==> run_1/clock_wires.png <==
Scale bar: 50 µm.
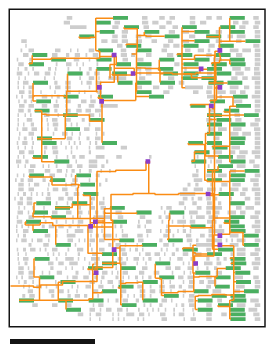
==> run_1/floorplan.png <==
Pins as bars on the die edge. Tap cells in grey.
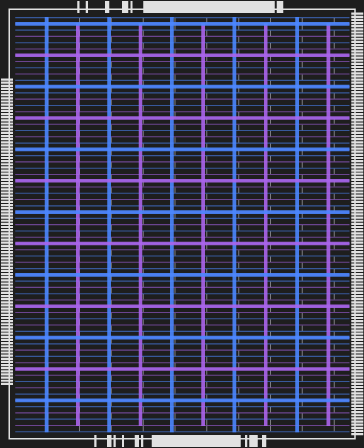
==> run_1/clock_nets.png <==
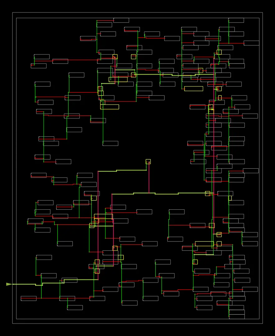
==> run_1/gates.png <==
Scale bar: 50 µm.
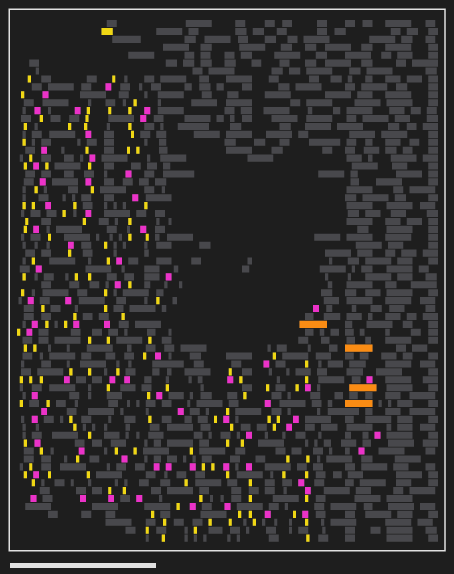
$ cat src/rtl/riscv_pkg.sv
// Shared RISC-V core types: widths, register indices, control layout
// and the ID/EX pipeline bundle.
package riscv_pkg;

    localparam int XLEN      = 32;
    localparam int REG_IDX_W = 5;
    localparam int CTRL_W    = 16;

    localparam logic [REG_IDX_W-1:0] REG_ZERO = 5'd0;

    // Field offsets inside the opaque control bundle, shared by ID and EX
    localparam int CTRL_ALU_OP_LSB = 0;
    localparam int CTRL_ALU_OP_W   = 4;
    localparam int CTRL_SRC_B_IMM  = 4;
    localparam int CTRL_MEM_RD     = 5;
    localparam int CTRL_MEM_WR     = 6;
    localparam int CTRL_REG_WR     = 7;
    localparam int CTRL_BRANCH     = 8;
    localparam int CTRL_JUMP       = 9;
    localparam int CTRL_FUNCT3_LSB = 10;
    localparam int CTRL_FUNCT3_W   = 3;

    typedef logic [XLEN-1:0]      xlen_t;
    typedef logic [REG_IDX_W-1:0] reg_idx_t;
    typedef logic [CTRL_W-1:0]    ctrl_t;

    typedef struct packed {
        xlen_t    pc;
        xlen_t    imm;
        reg_idx_t rs1;
        reg_idx_t rs2;
        reg_idx_t rd;
        ctrl_t    ctrl;
        xlen_t    op1;
        xlen_t    op2;
    } id_ex_t;

    function automatic logic wb_hit(
        input logic     we,
        input reg_idx_t rd,
        input reg_idx_t idx
    );
        return we && (rd != REG_ZERO) && (rd == idx);
    endfunction

endpackage

$ cat src/rtl/id_ex_stage_if.sv
// ID/EX boundary: decode handshake, writeback snoop, EX handshake.
// The stage itself uses the slave view.
interface id_ex_stage_if;
    import riscv_pkg::*;

    logic     flush;
    logic     id_valid;
    logic     id_ready;
    xlen_t    id_pc;
    reg_idx_t id_rs1;
    reg_idx_t id_rs2;
    reg_idx_t id_rd;
    xlen_t    id_imm;
    ctrl_t    id_ctrl;
    xlen_t    id_rd1;
    xlen_t    id_rd2;

    logic     wb_we;
    reg_idx_t wb_rd;
    xlen_t    wb_data;

    logic     ex_valid;
    logic     ex_ready;
    xlen_t    ex_pc;
    xlen_t    ex_imm;
    reg_idx_t ex_rs1;
    reg_idx_t ex_rs2;
    reg_idx_t ex_rd;
    ctrl_t    ex_ctrl;
    xlen_t    ex_op1;
    xlen_t    ex_op2;

    modport slave (
        input  flush, id_valid, id_pc,
        input  id_rs1, id_rs2, id_rd,
        input  id_imm, id_ctrl,
        input  id_rd1, id_rd2,
        input  wb_we, wb_rd, wb_data,
        input  ex_ready,
        output id_ready, ex_valid,
        output ex_pc, ex_imm,
        output ex_rs1, ex_rs2, ex_rd,
        output ex_ctrl, ex_op1, ex_op2
    );

    modport master (
        output flush, id_valid, id_pc,
        output id_rs1, id_rs2, id_rd,
        output id_imm, id_ctrl,
        output id_rd1, id_rd2,
        output wb_we, wb_rd, wb_data,
        output ex_ready,
        input  id_ready, ex_valid,
        input  ex_pc, ex_imm,
        input  ex_rs1, ex_rs2, ex_rd,
        input  ex_ctrl, ex_op1, ex_op2
    );

endinterface

$ cat src/rtl/operand_bypass.sv
// One operand mux: x0 forces zero, a live writeback to the same
// register wins, otherwise the supplied register value passes.
module operand_bypass
    import riscv_pkg::*;
(
    input  reg_idx_t idx_i,
    input  xlen_t    rf_i,
    input  logic     wb_we_i,
    input  reg_idx_t wb_rd_i,
    input  xlen_t    wb_data_i,
    output xlen_t    val_o
);

    always_comb begin
        val_o = rf_i;
        unique case (1'b1)
            idx_i == REG_ZERO:
                val_o = '0;
            wb_hit(wb_we_i, wb_rd_i, idx_i):
                val_o = wb_data_i;
            default:
                val_o = rf_i;
        endcase
    end

endmodule

$ cat src/rtl/id_ex_stage.sv
// ID/EX pipeline register with valid/ready handshake, flush and
// writeback bypass on both capture and stalled entries.
module id_ex_stage
    import riscv_pkg::*;
(
    input  logic          clk,
    input  logic          rst,
    id_ex_stage_if.slave  bus
);

    logic   valid_q, valid_d;
    id_ex_t ent_q, ent_d;
    logic   load, held;
    xlen_t  cap_op1, cap_op2;
    xlen_t  hold_op1, hold_op2;

    operand_bypass u_cap1 (
        .idx_i     (bus.id_rs1),
        .rf_i      (bus.id_rd1),
        .wb_we_i   (bus.wb_we),
        .wb_rd_i   (bus.wb_rd),
        .wb_data_i (bus.wb_data),
        .val_o     (cap_op1)
    );

    operand_bypass u_cap2 (
        .idx_i     (bus.id_rs2),
        .rf_i      (bus.id_rd2),
        .wb_we_i   (bus.wb_we),
        .wb_rd_i   (bus.wb_rd),
        .wb_data_i (bus.wb_data),
        .val_o     (cap_op2)
    );

    operand_bypass u_hold1 (
        .idx_i     (ent_q.rs1),
        .rf_i      (ent_q.op1),
        .wb_we_i   (bus.wb_we),
        .wb_rd_i   (bus.wb_rd),
        .wb_data_i (bus.wb_data),
        .val_o     (hold_op1)
    );

    operand_bypass u_hold2 (
        .idx_i     (ent_q.rs2),
        .rf_i      (ent_q.op2),
        .wb_we_i   (bus.wb_we),
        .wb_rd_i   (bus.wb_rd),
        .wb_data_i (bus.wb_data),
        .val_o     (hold_op2)
    );

    assign bus.id_ready = ~valid_q | bus.ex_ready;

    // load implies id_ready, held implies ~id_ready: never both
    assign load = bus.id_valid & bus.id_ready & ~bus.flush;
    assign held = valid_q & ~bus.ex_ready & ~bus.flush;

    always_comb begin
        valid_d = valid_q;
        ent_d   = ent_q;
        unique case (1'b1)
            bus.flush: begin
                valid_d = 1'b0;
            end
            load: begin
                valid_d    = 1'b1;
                ent_d.pc   = bus.id_pc;
                ent_d.imm  = bus.id_imm;
                ent_d.rs1  = bus.id_rs1;
                ent_d.rs2  = bus.id_rs2;
                ent_d.rd   = bus.id_rd;
                ent_d.ctrl = bus.id_ctrl;
                ent_d.op1  = cap_op1;
                ent_d.op2  = cap_op2;
            end
            held: begin
                ent_d.op1 = hold_op1;
                ent_d.op2 = hold_op2;
            end
            default: begin
                valid_d = 1'b0;
            end
        endcase
    end

    always_ff @(posedge clk or posedge rst) begin
        if (rst) begin
            valid_q <= 1'b0;
            ent_q   <= '0;
        end else begin
            valid_q <= valid_d;
            ent_q   <= ent_d;
        end
    end

    assign bus.ex_valid = valid_q;
    assign bus.ex_pc    = ent_q.pc;
    assign bus.ex_imm   = ent_q.imm;
    assign bus.ex_rs1   = ent_q.rs1;
    assign bus.ex_rs2   = ent_q.rs2;
    assign bus.ex_rd    = ent_q.rd;
    assign bus.ex_ctrl  = ent_q.ctrl;
    assign bus.ex_op1   = ent_q.op1;
    assign bus.ex_op2   = ent_q.op2;

endmodule
$ cat src/flat_wrapper.sv
// flat-port wrapper written by rule: the top's interface ports become plain ports
module id_ex_stage_flat import riscv_pkg::*;
  (clk, rst, bus_flush, bus_id_valid, bus_id_pc, bus_id_rs1, bus_id_rs2, bus_id_rd, bus_id_imm, bus_id_ctrl, bus_id_rd1, bus_id_rd2, bus_wb_we, bus_wb_rd, bus_wb_data, bus_ex_ready, bus_id_ready, bus_ex_valid, bus_ex_pc, bus_ex_imm, bus_ex_rs1, bus_ex_rs2, bus_ex_rd, bus_ex_ctrl, bus_ex_op1, bus_ex_op2);
  id_ex_stage_if bus_i ();
  input  logic clk;
  input  logic rst;
  input wire logic [$bits(bus_i.flush)-1:0] bus_flush;
  input wire logic [$bits(bus_i.id_valid)-1:0] bus_id_valid;
  input wire logic [$bits(bus_i.id_pc)-1:0] bus_id_pc;
  input wire logic [$bits(bus_i.id_rs1)-1:0] bus_id_rs1;
  input wire logic [$bits(bus_i.id_rs2)-1:0] bus_id_rs2;
  input wire logic [$bits(bus_i.id_rd)-1:0] bus_id_rd;
  input wire logic [$bits(bus_i.id_imm)-1:0] bus_id_imm;
  input wire logic [$bits(bus_i.id_ctrl)-1:0] bus_id_ctrl;
  input wire logic [$bits(bus_i.id_rd1)-1:0] bus_id_rd1;
  input wire logic [$bits(bus_i.id_rd2)-1:0] bus_id_rd2;
  input wire logic [$bits(bus_i.wb_we)-1:0] bus_wb_we;
  input wire logic [$bits(bus_i.wb_rd)-1:0] bus_wb_rd;
  input wire logic [$bits(bus_i.wb_data)-1:0] bus_wb_data;
  input wire logic [$bits(bus_i.ex_ready)-1:0] bus_ex_ready;
  output wire logic [$bits(bus_i.id_ready)-1:0] bus_id_ready;
  output wire logic [$bits(bus_i.ex_valid)-1:0] bus_ex_valid;
  output wire logic [$bits(bus_i.ex_pc)-1:0] bus_ex_pc;
  output wire logic [$bits(bus_i.ex_imm)-1:0] bus_ex_imm;
  output wire logic [$bits(bus_i.ex_rs1)-1:0] bus_ex_rs1;
  output wire logic [$bits(bus_i.ex_rs2)-1:0] bus_ex_rs2;
  output wire logic [$bits(bus_i.ex_rd)-1:0] bus_ex_rd;
  output wire logic [$bits(bus_i.ex_ctrl)-1:0] bus_ex_ctrl;
  output wire logic [$bits(bus_i.ex_op1)-1:0] bus_ex_op1;
  output wire logic [$bits(bus_i.ex_op2)-1:0] bus_ex_op2;
  assign bus_i.flush = bus_flush;
  assign bus_i.id_valid = bus_id_valid;
  assign bus_i.id_pc = bus_id_pc;
  assign bus_i.id_rs1 = bus_id_rs1;
  assign bus_i.id_rs2 = bus_id_rs2;
  assign bus_i.id_rd = bus_id_rd;
  assign bus_i.id_imm = bus_id_imm;
  assign bus_i.id_ctrl = bus_id_ctrl;
  assign bus_i.id_rd1 = bus_id_rd1;
  assign bus_i.id_rd2 = bus_id_rd2;
  assign bus_i.wb_we = bus_wb_we;
  assign bus_i.wb_rd = bus_wb_rd;
  assign bus_i.wb_data = bus_wb_data;
  assign bus_i.ex_ready = bus_ex_ready;
  assign bus_id_ready = bus_i.id_ready;
  assign bus_ex_valid = bus_i.ex_valid;
  assign bus_ex_pc = bus_i.ex_pc;
  assign bus_ex_imm = bus_i.ex_imm;
  assign bus_ex_rs1 = bus_i.ex_rs1;
  assign bus_ex_rs2 = bus_i.ex_rs2;
  assign bus_ex_rd = bus_i.ex_rd;
  assign bus_ex_ctrl = bus_i.ex_ctrl;
  assign bus_ex_op1 = bus_i.ex_op1;
  assign bus_ex_op2 = bus_i.ex_op2;
  id_ex_stage u_core (.clk(clk), .rst(rst), .bus(bus_i));
endmodule
$ cat config.mk
export PLATFORM = sky130hd
export DESIGN_NAME = id_ex_stage_flat
export DESIGN_NICKNAME = d
export VERILOG_FILES = /design/src/rtl/riscv_pkg.sv /design/src/rtl/id_ex_stage_if.sv /design/src/rtl/operand_bypass.sv /design/src/rtl/id_ex_stage.sv /design/src/flat_wrapper.sv
export SDC_FILE = /design/constraint.sdc
export NUM_CORES = 1
export LEC_CHECK = 0
export CAP_MARGIN = 20
export CELL_PAD_IN_SITES_DETAIL_PLACEMENT = 2
export CELL_PAD_IN_SITES_GLOBAL_PLACEMENT = 2
export CORE_ASPECT_RATIO = 1.25
export CORE_MARGIN = 2
export CORE_UTILIZATION = 36
export CTS_BUF_LIST = sky130_fd_sc_hd__clkbuf_4
export DETAILED_ROUTE_END_ITERATION = 10
export DONT_BUFFER_PORTS = 1
export GPL_TIMING_DRIVEN = 0
export PLACE_DENSITY = 0.87
export SLEW_MARGIN = 20
export SYNTH_ARGS = -nofsm -noshare
export SYNTH_HDL_FRONTEND = slang
export SYNTH_HIERARCHICAL = 1
export SYNTH_SLANG_ARGS = --single-unit
$ cat constraint.sdc
create_clock -name clk -period 4.8 [get_ports clk]
set_input_delay 0.48 -clock clk [delete_from_list [all_inputs] [get_ports clk]]
set_output_delay 0.48 -clock clk [all_outputs]
set_load 0.01 [all_outputs]
==> run notes, run 1 <==
Purpose: to document the outcome of synthesis and place and route.

Outcome
The run finished with clean final reports.

Power and ir drop
Sequential cells account for 52.0% of the total power. The script computed a power per unit cell area of between 300 and 400 nW/µm².

Setup path
The delay contributed by the slowest stage of the critical path is 0.53 ns. For the worst reg-to-reg path, the endpoint reported by OpenROAD is u_core/bus.ex_op1[12]. The worst setup path endpoint is u_core/bus.ex_op1[12]. STA classifies the critical path endpoint as a register. The data arrival time of the critical path is 2.89 ns.

Finish
Buffers outside the clock tree occupy 12.8% of the routed design's cell area. The sequential portion of the cell area is 35.6%. The antenna diode instance count is 3. The filler cells instantiated in the layout total ~2,700.

After layout the clock buffers and inverters come to 3.08% of cell area.

Global route
The maximum number of pins on one net before global-route repair is between 90 and 100. Recorded from the global router log, the overflow total was 0. The first global-routing pass estimated 56,000 µm of wire. The number of global-route vias before repair is 8,561.

Floorplanning
During tapcell insertion the tool placed 340 well taps. The initial core utilization is 36.5%. From bottom edge to top edge, the die measures ~190 µm.

Synth
The number of enable flip-flop cells is 0. Per the synthesis report, the number of distinct cell types is 23. The post-synthesis average cell area is ~11 µm².

The share of the synthesized area in the top cell type is between 40% and 50%. The primary flip-flop cell chosen by synthesis mapping is sky130_fd_sc_hd__dfrtp_1. The library cell with the largest summed area after synthesis is sky130_fd_sc_hd__dfrtp_1.

Once synthesis finished, the tally of register bits stood at between 150 and 200.

Job
Per the run summary, max-cap violations total 0.

Worst hold path
The number of cells traversed by the worst hold path is 1.

Place
The number of placed cells counting well taps is 1,226.

Clock tree
The post-cts gate resize count is 0.

Route
Detailed routing placed a total of 20,000 µm of wire on met2.

Timing
The period utilization is 49.9%.
## Picture notes: clock_wires.png
Key: purple = clock-net drivers [count 17]; green = flip-flops [count 160]; orange = clock wires [length 2,480 µm]
There are 18 routed clock nets. Position of the flops: spread over the die.
relative contribution of the clock network to total power: 27.2%
clk_lat worst skew: 0.62 ns
clock distribution power: 0.00102 W
Max Clock Skew: 0.0375 ns

## Picture notes: floorplan.png
Key: blue = VSS; purple = VDD
10 straps on met4. 67 met1 rails follow the rows. 340 tap cells.

## Picture notes: clock_nets.png
clock tree buffer count of the final layout: 18
number of buffers inserted during clock tree synthesis: 17
Flop Count: 160
number of clock sinks: 160

## Picture notes: gates.png
Key: yellow = inv cells [cells 131]; magenta = and/or cells [cells 69, where spread over the die]; orange = aoi and oai cells [cells 4]

==> run 1: power by group through the flow <==
stage	clock (W)	sequential (W)	combinational [W]
after floorplan	0	0.00185	0.000565
after global placement	0	0.00195	0.000645
after detailed placement	0	0.00197	0.000699
after CTS	0.00105	0.00195	0.000771
after global routing	0.00110	0.00199	0.000852
final	0.00102	0.00195	0.000782
==> run 1: kinds of logic (layout without fill, tap and decap cells) <==
logic type                Yosys count  in the layout  synth area share, %
buffers and inverters             193            320                 10.1
other                               0              3                    0
DFF                               160            160                 42.2
xor gates and xnor gates           16             16                 1.48
and+or+nand+nor                   224            224                 11.5
AOI/OAI and AO/OA                  69             69                 7.94
muxes                             223            223                 26.8
==> run 1: repair_timing <==
item,4_1_cts,5_1_grt
hold buffers,95,0
setup buffers,0,0
endpoints found under the hold margin,162,0
==> run 2, diff against run 1 <==
- clock period: 4.8 -> 2 ns (I/O delays scaled with it)
==> run_2/floorplan.png <==
Pins as bars on the die edge. Tap cells in grey.
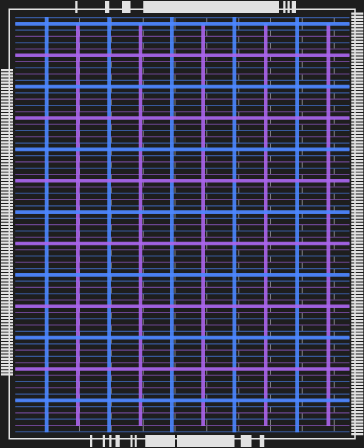
Key: blue = VSS; purple = VDD
13 straps on met5. 340 tap cells. 363 signal pins sit on the boundary. 67 met1 rails follow the rows. The core has 66 rows.
die width: 149 µm
maximum vdd ir drop: 0.289 mV
area of the core: 26,000 µm²
y dimension of the die: 186 µm

==> run_2/clock_wires.png <==
Scale bar: 50 µm.
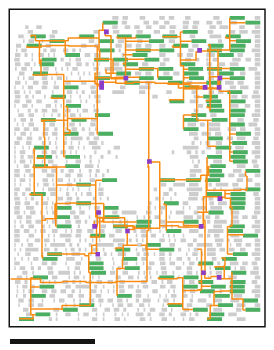
Key: green = flip-flops [count 160]; purple = clock-net drivers [count 17]; orange = clock wires [length 2,520 µm]
Position of the flops: spread over the die.

==> run notes, run 2 <==
Purpose: to document the outcome of synthesis and place and route.

Outcome
The flow ran to the end, but the final reports show violations. The final reports fail on setup timing.

Synth
Grouping non-sequential cells by family puts the most area in multiplexers. The unique cell type count in the Yosys netlist is 23. The library cell with the largest summed area after synthesis is sky130_fd_sc_hd__dfrtp_1. In this run, the synthesized area fraction spent on xor and xnor cells is recorded as 1.48%. A synthesized cell averages 10.7 µm².

Among all flip-flop cells after synthesis, the most frequent one is sky130_fd_sc_hd__dfrtp_1. The number of flip-flops and latches in the synthesized netlist is 160. Per the synthesis report, the AND-OR/OR-AND share of the synthesized area is under 10%. After synthesis, the largest area contributor takes up 42.2% of total cell area. The simple-gate area share of the yosys netlist is 11.5%.

Setup path
The kind of end point of the critical path is a register. At the worst endpoint, the arrival time is 2.59 ns. The timing report gives the biggest stage delay along the critical path as 0.53 ns.

The terminus of the critical flop-to-flop path is u_core/bus.ex_op1[9].

Timing
The final timing report gives a worst setup slack of -0.0844 ns. The setup skew after layout is 0.0383 ns. For this run, the final setup violation count is recorded as 26. In the finished design, the share of the clock period the worst path needs comes to 104%.

Power and ir drop
Power attributed to the clock group is roughly 0.0021 W. In this run, flip-flops and latches consume 51.9% of the power. The power attributed to combinational cells is 0.00226 W. The largest share of the power goes to registers. The script computed a power per unit cell area of 736 nW/µm².

The power report attributes to the clock group a share of 23.4%.

Clock tree
The clock insertion delay at the later pin of the skew report is 0.63 ns. The number of buffers added by the clock tree synthesis step is 17. Gates resized during post-CTS repair numbered 4. The clock sink count is 160. The report puts the hold buffer count at CTS at 183.

Global route
The number of global-route vias before repair is 9,581. The maximum number of pins on one net before global-route repair is 32.

Floorplanning
For this floorplan the total number of well-tap instances is 340.

Route
Detailed routing placed a total of 24,400 µm of wire on met2.

Finish
After layout, the clock buffer instance count stands at 17. The number of sequential cells is 160. In the final layout, the fill cell count is approximately 2,600.

The non-clock buffer contribution to total cell area is 20.7%. The number of antenna diodes in the final layout is 2. In the final layout, clock buffers and inverters account for 2.31% of the cell area.

Place
Once placement completed, the tool counted placed cells totaling 1,230.
==> run_2/class_map.png <==
Scale bar: 50 µm.
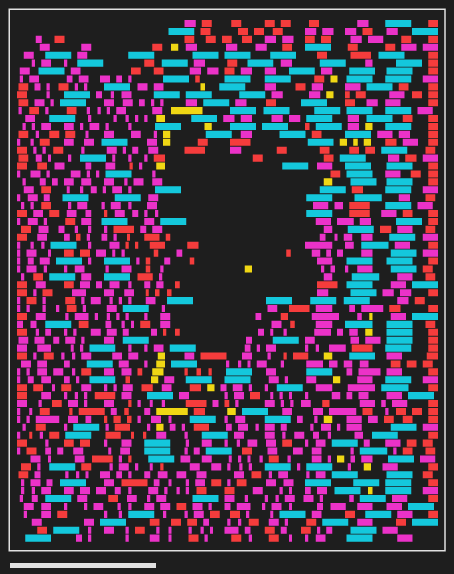
Key: yellow = clock drivers and dummy loads [cells 32, share of their area 2.4%]; cyan = sequential cells [cells 160, share of their area 33%]; red = remaining buffers and delay cells [cells 258, share of their area 21%]; magenta = remaining logic cells [cells 663, share of their area 43%]
number of rows in the core area: 66
post-route cell area: 12,400 µm²

## run 2: cell count changes in the layout (fill, tap and decap cells not counted), moves of 3 or more
cell	before	now
sky130_fd_sc_hd__dlygate4sd3_1	95	183
sky130_fd_sc_hd__buf_12	0	12
sky130_fd_sc_hd__clkbuf_1	26	17
sky130_fd_sc_hd__clkbuf_2	0	8
sky130_fd_sc_hd__dfrtp_1	160	154
sky130_fd_sc_hd__dfrtp_2	0	6
sky130_fd_sc_hd__buf_8	12	7
sky130_fd_sc_hd__mux2i_1	128	123
sky130_fd_sc_hd__mux2i_2	0	4
sky130_fd_sc_hd__buf_4	0	3
sky130_fd_sc_hd__bufinv_16	5	2
sky130_fd_sc_hd__clkbuf_16	0	3
sky130_fd_sc_hd__xor2_1	12	9
sky130_fd_sc_hd__xor2_2	0	3
Power is estimated from default activity; no workload was simulated.
